==> src/rtl/clip_controller_if.sv <==
// Button/strobe inputs and memory/status outputs of the clip controller.
// master = controller side, slave = board/memory side.
interface clip_controller_if #(
  parameter int ADDR_W = 16
);
  logic              btn_record;
  logic              btn_play;
  logic              btn_clip;
  logic              sample_tick;
  logic              clipNum;
  logic              recordOrPlay;
  logic [ADDR_W-1:0] mem_addr;
  logic              mem_we;
  logic              mem_re;
  logic              busy;

  modport master (
    input  btn_record, btn_play, btn_clip, sample_tick,
    output clipNum, recordOrPlay, mem_addr, mem_we, mem_re, busy
  );

  modport slave (
    output btn_record, btn_play, btn_clip, sample_tick,
    input  clipNum, recordOrPlay, mem_addr, mem_we, mem_re, busy
  );
endinterface

==> src/rtl/clip_controller.sv <==
// Two-clip audio record/playback controller: debounced buttons drive an
// IDLE/RECORD/PLAY FSM that strobes sample-memory writes and reads.
module clip_controller #(
  parameter int ADDR_W     = 16,
  parameter int CLIP_WORDS = 32768,
  parameter int DEBOUNCE   = 1000
) (
  input logic               clock,
  input logic               reset,
  clip_controller_if.master bus
);
  localparam int CNT_W = (DEBOUNCE > 1) ? $clog2(DEBOUNCE) : 1;
  localparam logic [CNT_W-1:0]  CNT_LAST = CNT_W'(DEBOUNCE - 1);
  localparam logic [ADDR_W-1:0] OFF_LAST = ADDR_W'(CLIP_WORDS - 1);

  typedef enum logic [1:0] {
    IDLE   = 2'd0,
    RECORD = 2'd1,
    PLAY   = 2'd2
  } state_t;

  // Button bit order: [0] record, [1] play, [2] clip
  logic [2:0]       raw_s;
  logic [2:0]       sync1_r;
  logic [2:0]       sync2_r;
  logic [2:0]       level_r;
  logic [2:0]       press_r;
  logic [CNT_W-1:0] cnt_r [3];

  logic rec_ev_s;
  logic play_ev_s;
  logic clip_ev_s;

  state_t            state_r;
  state_t            state_s;
  logic              clip_r;
  logic              clip_s;
  logic              mode_r;
  logic              mode_s;
  logic [ADDR_W-1:0] offset_r;
  logic [ADDR_W-1:0] offset_s;
  logic [ADDR_W-1:0] addr_r;
  logic [ADDR_W-1:0] addr_s;
  logic              we_r;
  logic              we_s;
  logic              re_r;
  logic              re_s;
  logic              busy_r;
  logic              len_we_s;
  logic [ADDR_W-1:0] cur_len_s;
  logic [ADDR_W-1:0] len_r [2];

  assign raw_s     = {bus.btn_clip, bus.btn_play, bus.btn_record};
  assign rec_ev_s  = press_r[0];
  assign play_ev_s = press_r[1];
  assign clip_ev_s = press_r[2];

  // Synchronize, debounce and edge-detect the three buttons
  always_ff @(posedge clock or posedge reset) begin
    if (reset) begin
      sync1_r <= 3'b000;
      sync2_r <= 3'b000;
      level_r <= 3'b000;
      press_r <= 3'b000;
      for (int i = 0; i < 3; i++) begin
        cnt_r[i] <= '0;
      end
    end else begin
      sync1_r <= raw_s;
      sync2_r <= sync1_r;
      for (int i = 0; i < 3; i++) begin
        press_r[i] <= 1'b0;
        if (sync2_r[i] == level_r[i]) begin
          cnt_r[i] <= '0;
        end else if (cnt_r[i] == CNT_LAST) begin
          // Only an accepted rising level produces an event
          level_r[i] <= sync2_r[i];
          press_r[i] <= sync2_r[i];
          cnt_r[i]   <= '0;
        end else begin
          cnt_r[i] <= cnt_r[i] + CNT_W'(1);
        end
      end
    end
  end

  // Next-state and next-output decode
  always_comb begin
    state_s   = state_r;
    clip_s    = clip_r;
    mode_s    = mode_r;
    offset_s  = offset_r;
    addr_s    = addr_r;
    we_s      = 1'b0;
    re_s      = 1'b0;
    len_we_s  = 1'b0;
    cur_len_s = len_r[clip_r];

    case (state_r)
      IDLE: begin
        if (rec_ev_s) begin
          state_s  = RECORD;
          mode_s   = 1'b0;
          offset_s = '0;
        end else if (play_ev_s && (cur_len_s != '0)) begin
          state_s  = PLAY;
          mode_s   = 1'b1;
          offset_s = '0;
        end else if (clip_ev_s) begin
          clip_s = ~clip_r;
        end else begin
          state_s = IDLE;
        end
      end

      RECORD: begin
        if (bus.sample_tick) begin
          we_s     = 1'b1;
          addr_s   = {clip_r, offset_r[ADDR_W-2:0]};
          offset_s = offset_r + ADDR_W'(1);
        end else begin
          we_s = 1'b0;
        end
        // The tick coinciding with a stop press is still written
        if ((bus.sample_tick && (offset_r == OFF_LAST)) || rec_ev_s) begin
          state_s  = IDLE;
          len_we_s = 1'b1;
        end else begin
          state_s = RECORD;
        end
      end

      PLAY: begin
        if (bus.sample_tick) begin
          re_s     = 1'b1;
          addr_s   = {clip_r, offset_r[ADDR_W-2:0]};
          offset_s = offset_r + ADDR_W'(1);
        end else begin
          re_s = 1'b0;
        end
        if ((bus.sample_tick && (offset_r == (cur_len_s - ADDR_W'(1)))) || play_ev_s) begin
          state_s = IDLE;
        end else begin
          state_s = PLAY;
        end
      end

      default: begin
        state_s = IDLE;
      end
    endcase
  end

  // FSM state, registered outputs and per-clip lengths
  always_ff @(posedge clock or posedge reset) begin
    if (reset) begin
      state_r  <= IDLE;
      clip_r   <= 1'b0;
      mode_r   <= 1'b0;
      offset_r <= '0;
      addr_r   <= '0;
      we_r     <= 1'b0;
      re_r     <= 1'b0;
      busy_r   <= 1'b0;
      len_r[0] <= '0;
      len_r[1] <= '0;
    end else begin
      state_r  <= state_s;
      clip_r   <= clip_s;
      mode_r   <= mode_s;
      offset_r <= offset_s;
      addr_r   <= addr_s;
      we_r     <= we_s;
      re_r     <= re_s;
      busy_r   <= (state_s != IDLE);
      if (len_we_s) begin
        len_r[clip_r] <= offset_s;
      end
    end
  end

  assign bus.clipNum      = clip_r;
  assign bus.recordOrPlay = mode_r;
  assign bus.mem_addr     = addr_r;
  assign bus.mem_we       = we_r;
  assign bus.mem_re       = re_r;
  assign bus.busy         = busy_r;
endmodule

==> src/flat_wrapper.sv <==
// flat-port wrapper written by rule: the top's interface ports become plain ports
module clip_controller_flat 
#(
  parameter int ADDR_W     = 16,
  parameter int CLIP_WORDS = 32768,
  parameter int DEBOUNCE   = 1000
)
  (clock, reset, bus_btn_record, bus_btn_play, bus_btn_clip, bus_sample_tick, bus_clipNum, bus_recordOrPlay, bus_mem_addr, bus_mem_we, bus_mem_re, bus_busy);
  clip_controller_if #(.ADDR_W(ADDR_W)) bus_i ();
  input logic clock;
  input logic reset;
  input wire logic [$bits(bus_i.btn_record)-1:0] bus_btn_record;
  input wire logic [$bits(bus_i.btn_play)-1:0] bus_btn_play;
  input wire logic [$bits(bus_i.btn_clip)-1:0] bus_btn_clip;
  input wire logic [$bits(bus_i.sample_tick)-1:0] bus_sample_tick;
  output wire logic [$bits(bus_i.clipNum)-1:0] bus_clipNum;
  output wire logic [$bits(bus_i.recordOrPlay)-1:0] bus_recordOrPlay;
  output wire logic [$bits(bus_i.mem_addr)-1:0] bus_mem_addr;
  output wire logic [$bits(bus_i.mem_we)-1:0] bus_mem_we;
  output wire logic [$bits(bus_i.mem_re)-1:0] bus_mem_re;
  output wire logic [$bits(bus_i.busy)-1:0] bus_busy;
  assign bus_i.btn_record = bus_btn_record;
  assign bus_i.btn_play = bus_btn_play;
  assign bus_i.btn_clip = bus_btn_clip;
  assign bus_i.sample_tick = bus_sample_tick;
  assign bus_clipNum = bus_i.clipNum;
  assign bus_recordOrPlay = bus_i.recordOrPlay;
  assign bus_mem_addr = bus_i.mem_addr;
  assign bus_mem_we = bus_i.mem_we;
  assign bus_mem_re = bus_i.mem_re;
  assign bus_busy = bus_i.busy;
  clip_controller #(.ADDR_W(ADDR_W), .CLIP_WORDS(CLIP_WORDS), .DEBOUNCE(DEBOUNCE)) u_core (.clock(clock), .reset(reset), .bus(bus_i));
endmodule
==> config.mk <==
export PLATFORM = sky130hd
export DESIGN_NAME = clip_controller_flat
export DESIGN_NICKNAME = d
export VERILOG_FILES = /design/src/rtl/clip_controller_if.sv /design/src/rtl/clip_controller.sv /design/src/flat_wrapper.sv
export SDC_FILE = /design/constraint.sdc
export NUM_CORES = 1
export LEC_CHECK = 0
export CAP_MARGIN = 10
export CORE_ASPECT_RATIO = 2
export CORE_UTILIZATION = 60
export DETAILED_ROUTE_END_ITERATION = 10
export PLACE_DENSITY = 0.79
export SYNTH_ARGS = -nofsm -noshare
export SYNTH_HDL_FRONTEND = slang
export SYNTH_SLANG_ARGS = --single-unit
==> constraint.sdc <==
create_clock -name clock -period 9.74 [get_ports clock]
set_clock_uncertainty 0.2 [all_clocks]
set_input_delay 1.461 -clock clock [delete_from_list [all_inputs] [get_ports clock]]
set_output_delay 1.461 -clock clock [all_outputs]
set_load 0.01 [all_outputs]
Run 1, M2 wires:
Scale: 4 px per um. Cells faint in the background.
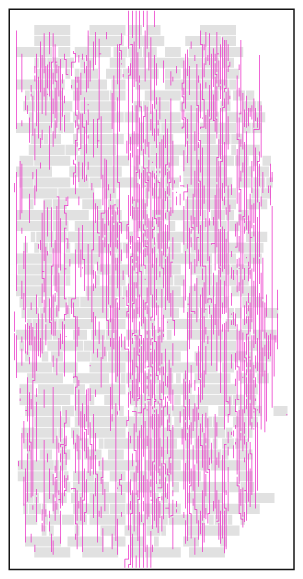
longest straight run	54.1 um
wire length on this layer	7350 um
detailed-route via count: 4301
GR Layer Usage met2: 0.531

Run 1, metal layers overlaid:
Scale: 6 px per um. Only two layers are drawn.
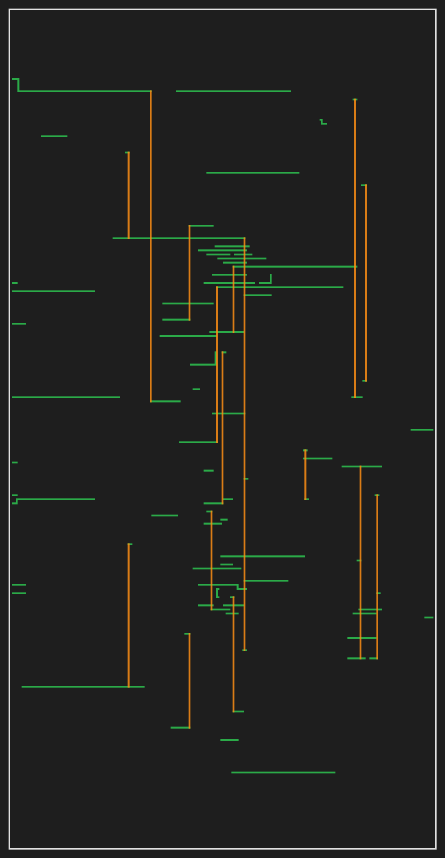
layer	color	wire length
M3	green	437 um
M4	orange	437 um

==> CHANGELOG.md, run 1 <==
### Metrics

- Outcome: finished clean
- Yosys adder share: 0.0220
- CLK BUF: 25
- Clock share of power: 0.543
- Crit-path slowest cell: clkdlybuf4s50_1
- Final Cell Area: 6590 um^2
- Max-area cell class: flip-flops and latches
- Simple share: 0.186
- Placer Congestion: 0.937
- CTS root buf: clkbuf_16
- Post-synth seq share: 0.497
- Initial DRC count: 205
- Hold Crit Start: u_core.sync1_r[2]$_DFF_PP0_
- Most numerous logic cells after layout: dfrtp_1 (113), nor2_1 (60), nand2_1 (49), mux2_2 (40), xnor2_1 (36)
- Antenna violations before repair: 0
- Reported sequential group power: 0.478 mW
- Via-to-Cell Ratio: 6.19
- Power Clock: 0.591 mW
- Synth area leader: dfrtp_1
- Synth top cell by count: dfrtp_1
- CP Capture Type: flip-flop
- Most common logic cell in the routed design: dfrtp_1
- Vias in the first global route: 4548
- Cts repair resizes: 0
- Compound-gate portion of the synthesized area: 0.0851
- FF-to-FF path depth: 8
- Peak VDD IR: 0.190 mV
- Crit-path leading delay family: simple AND/OR/NAND/NOR gates
- Critical path origin: bus_sample_tick
- Max Root-Sink Buffers: 2
- Crit Reg-Reg Endpoint: u_core.bus.busy$_DFF_PP0_
- Logic share of the area: 0.412
- Sink Count: 113
- First-pass GRT wire length: 21.8 mm
- Final WL: 13.0 mm
- Setup WS pre-CTS: 5.15 ns
- NetSw: 0.215 mW
- Comb_multi_in: 403
- Flip-flops: 113
- Yosys cell types: 53
- Biggest register: u_core.len_r
- Worst Hold Depth: 0
- Worst Hold Class: flip-flop to flip-flop
- Switching Share: 0.197
- Placed cells: 664
- Layout Cells excl Fill: 695
- Busiest grt layer: met2
- Worst slew margin: 0.346
- Met2 wire length: 7.35 mm
- Non-Clock Buffer Count: 29
- Yosys chip area: 5690 um^2
- Flops out of synthesis: 113
- Clock slew at reported path FFs: 0.05 ns
- Cycle use final: 0.444
- Core box area: 9070 um^2
- Worst Max-Slew Pin Slew: 0.978 ns
- Largest regs: u_core.len_r x32, u_core.cnt_r x30
- Reg2reg start: u_core.bus.clipNum$_DFFE_PP0P_
- Met1 Wirelength: 4.80 mm
- Top cells by area: dfrtp_1 (50%), mux2_2 (7.9%), xnor2_1 (5.5%)
- Layout cells sized above 1: 0.133
- GR Util met3: 0.0630
- P&R area growth vs syn: 15.8%
- Inverters: 17
- DP Area: 6020 um^2
- CP Launch Type: input pin
- Synth warn: 0
- CTS Buf Count: 17
- CP required: 9.81 ns
- Post-CTS Setup Bufs: 0
- H-tree depth: 4
- Final HPWL DP: 9.16 mm
- Final Util: 0.726
- Synth mux share: 0.107
- Tool warnings: 30
- Layout non-clock buf frac: 0.0429
- Syn Area/Cell: 10.3 um^2
- Slew Limit Fails: 0
- # diodes: 0
- Endpoints failing setup: 0
- Pwr dens: 165 nW/um^2
- Fill cells: 649
- Uppermost routed layer: met4
- Post-synth EDFFs: 0
- N_taps: 102
- Int Pwr: 0.873 mW
- Top_reg_cell synth: dfrtp_1
- Syn Std Cell Area: 5690 um^2
- Die width: 70.8 um
- Synthesized Nets: 568
- Unrepaired setup endpoints after global routing: no
- Rows: 49
- Total gr overflow: 0
- Cts hold-fix bufs: 0
- Initial Util: 0.627
- Worst skew pair latency: 0.40 ns
- Reg2Reg Setup Slack: 5.61 ns
Run 1, I/O nets highlighted:
Scale: 4 px per um.
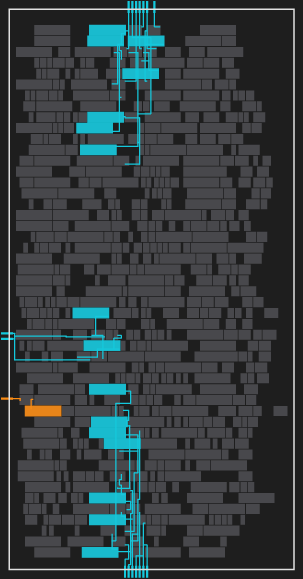
port	color	bits	direction	end cells	buffers	wire
bus_mem_addr	cyan	16	output	16	16	538 um
bus_btn_play	orange	1	input	1	1	5.40 um
I/O pins: 27
PortBufs: 26

Run 1, layout detail:
Region (43, 95) to (63, 115) um. Cells in gray, sequential cells in the stronger gray; small squares are vias.
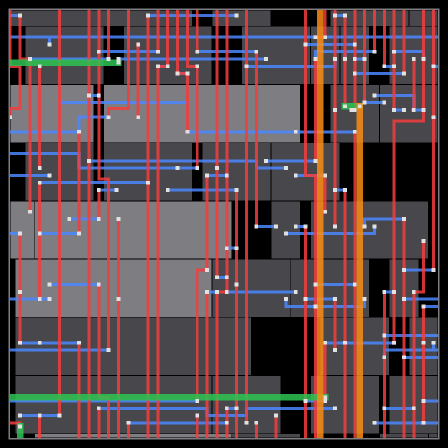

==> run 1 -> run 2 <==
- CORE_UTILIZATION: 60 -> 55
- PLACE_DENSITY: 0.79 -> 0.77
- clock period: 9.74 -> 3.6 ns (I/O delays scaled with it)
Run 2, layout detail:
Region (45, 99) to (65, 119) um. Cells in gray, sequential cells in the stronger gray; small squares are vias.
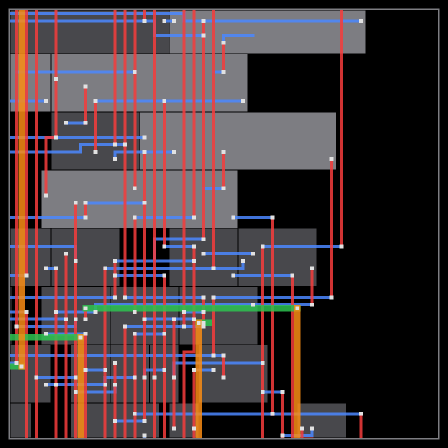
layer	color
M4	orange
M3	green
M2	red
M1	blue
most frequent	mux2i_1 (4), xnor2_1 (4), dfrtp_1 (4)
sequential cells in the window	4
cells with their middle in the window	21
netlist names of flops here include	u_core.len_r (2), u_core.offset_r (2)

==> run 2 against run 1 <==
Effect of this change: critical path type is now flip-flop to flip-flop; power increased to 2.9 times the previous value; area after synthesis unchanged; core utilization decreased by 5.6 points; largest cell class unchanged; worst setup slack got worse by 5.1 ns.
==> CHANGELOG.md, run 2 <==
### Metrics

- Outcome: finished clean
- Clock slew at reported path FFs: 0.05 ns (about the same)
- Logic share of the area: 0.402 (-0.0104)
- Pwr dens: 459 nW/um^2 (+180%)
- Pwr Total: 3.10 mW
- Non-Clock Buffer Count: 37 (+28%)
- Die width: 73.9 um (+4.3%)
- Worst slew margin: 0.513 (+0.167)
- Post-synth EDFFs: 0 (unchanged)
- Worst Max-Slew Pin Slew: 0.728 ns (-0.250 ns)
- Simple share: 0.186 (unchanged)
- Layout non-clock buf frac: 0.0526 (+0.00966)
- Peak VDD IR: 0.377 mV (+98%)
- PortBufs: 26 (unchanged)
- Antenna violations before repair: 0 (unchanged)
- GR Util met3: 0.0658 (+0.00279)
- Reg2Reg Setup Slack: 0.29 ns (-5.32 ns)
- Biggest register: u_core.len_r
- Critical Path Stages: 8
- Final HPWL DP: 9.29 mm (+1.4%)
- Layout Cells excl Fill: 737 (+6.0%)
- CP required: 3.68 ns (-6.13 ns)
- CP Capture Type: flip-flop
- Initial DRC count: 301 (+47%)
- Top_reg_cell synth: dfrtp_1
- Layout cells sized above 1: 0.151 (+0.0179)
- Power Clock: 1.76 mW (+200%)
- Tool warnings: 32 (+6.7%)
- Synth mux share: 0.107 (unchanged)
- Total gr overflow: 0 (unchanged)
- Die Y: 146 um
- Worst skew pair latency: 0.41 ns (about the same)
- Synth top cell by count: dfrtp_1
- Cycle use final: 0.920
- Critical path origin: u_core.bus.clipNum$_DFFE_PP0P_
- # diodes: 0 (unchanged)
- Fill cells: 730 (+12%)
- CTS Buf Count: 17 (unchanged)
- Syn Std Cell Area: 5690 um^2 (unchanged)
- Cts hold-fix bufs: 0 (unchanged)
- Syn Area/Cell: 10.3 um^2 (unchanged)
- Reg2reg start: u_core.bus.clipNum$_DFFE_PP0P_
- CP Launch Type: flip-flop
- XOR-XNOR Cells, Area Fraction: 0.0770
- Cts repair resizes: 0 (unchanged)
- Rows: 52 (+6.1%)
- Setup TNS: 0 ns
- Largest regs: u_core.len_r x32, u_core.cnt_r x30
- Synth warn: 0 (unchanged)
- Placed cells: 705 (+6.2%)
- Clock network contribution to total cell area: 0.0919
- Top area contributor share: 0.497
- Sink Count: 113 (unchanged)
- Met2 wire length: 7.42 mm (+0.94%)
- Crit-path leading delay family: simple AND/OR/NAND/NOR gates
- Yosys adder share: 0.0220 (unchanged)
- Met1 Wirelength: 4.91 mm (+2.2%)
- Core box area: 10100 um^2 (+11%)
- Most common logic cell in the routed design: dfrtp_1
- Vias in the first global route: 4628 (+1.8%)
- Yosys chip area: 5690 um^2 (unchanged)
- First-pass GRT wire length: 22.1 mm (+1.1%)
- NetSw: 0.616 mW (+190%)
- Crit Reg-Reg Endpoint: u_core.bus.busy$_DFF_PP0_
- I/O pins: 27 (unchanged)
- Yosys cell types: 53 (unchanged)
- Worst Hold Depth: 0 (unchanged)
- Max Root-Sink Buffers: 2 (unchanged)
- Crit-path slowest cell: dfrtp_1
- Avg WL per Cell: 18.1 um
- Post-synth seq share: 0.497 (unchanged)
- Most numerous logic cells after layout: dfrtp_1 (113), nor2_1 (60), nand2_1 (49), mux2_2 (40), xnor2_1 (36)
- Final Cell Area: 6760 um^2 (+2.6%)
- Post-CTS Setup Bufs: 0 (unchanged)
- Reported sequential group power: 1.29 mW (+170%)
- CLK BUF: 21 (-16%)
- Max-area cell class: flip-flops and latches
- Uppermost routed layer: met4
- Clock share of power: 0.566 (+0.023)
- Unrepaired setup endpoints after global routing: no
- Synth area leader: dfrtp_1
- Flops out of synthesis: 113 (unchanged)
- Endpoints failing setup: 0 (unchanged)
- Hold Crit Start: u_core.sync1_r[0]$_DFF_PP0_
- Placer Congestion: 0.912 (-2.6%)
- Top non-seq family: simple AND/OR/NAND/NOR gates
- CTS root buf: clkbuf_16
- Worst Hold Class: flip-flop to flip-flop
- Comb_multi_in: 403 (unchanged)
- Worst path buffer plus inverter count: 0
- Slew Limit Fails: 0 (unchanged)
- P&R area growth vs syn: 18.8%
- Initial Util: 0.564 (-0.0628)
- Compound-gate portion of the synthesized area: 0.0851 (unchanged)
- FF-to-FF path depth: 8 (unchanged)
- CP max FO: 16
- Flip-flops: 113 (unchanged)
- Inverters: 17 (unchanged)
- Final Util: 0.670 (-0.0559)
- Top cells by area: dfrtp_1 (50%), mux2_2 (7.9%), xnor2_1 (5.5%)
- Switching Share: 0.198 (+0.00112)
- Busiest grt layer: met2
- DP Area: 6140 um^2 (+1.9%)
- Seq/total area: 0.419
- Synthesized Nets: 568 (unchanged)
- H-tree depth: 4 (unchanged)
- Via-to-Cell Ratio: 5.92 (-4.3%)
- N_taps: 135 (+32%)
- Pleak: 2.97 nW
- Int Pwr: 2.49 mW (+180%)
- Iteration tally of the first detailed-router pass: 5
- Setup WS pre-CTS: 0.298 ns (-4.85 ns)
Run 2, M2 wires:
Scale: 3 px per um. Cells faint in the background.
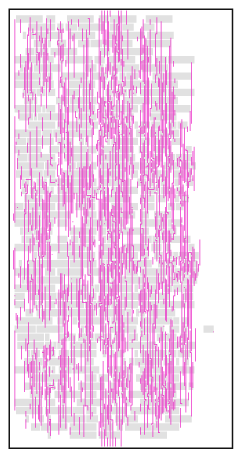
final WL: 13.3 mm
GR Layer Usage met2: 0.488
detailed-route via count: 4364

Power figures rest on the tool's default switching activity, not on a simulated workload.
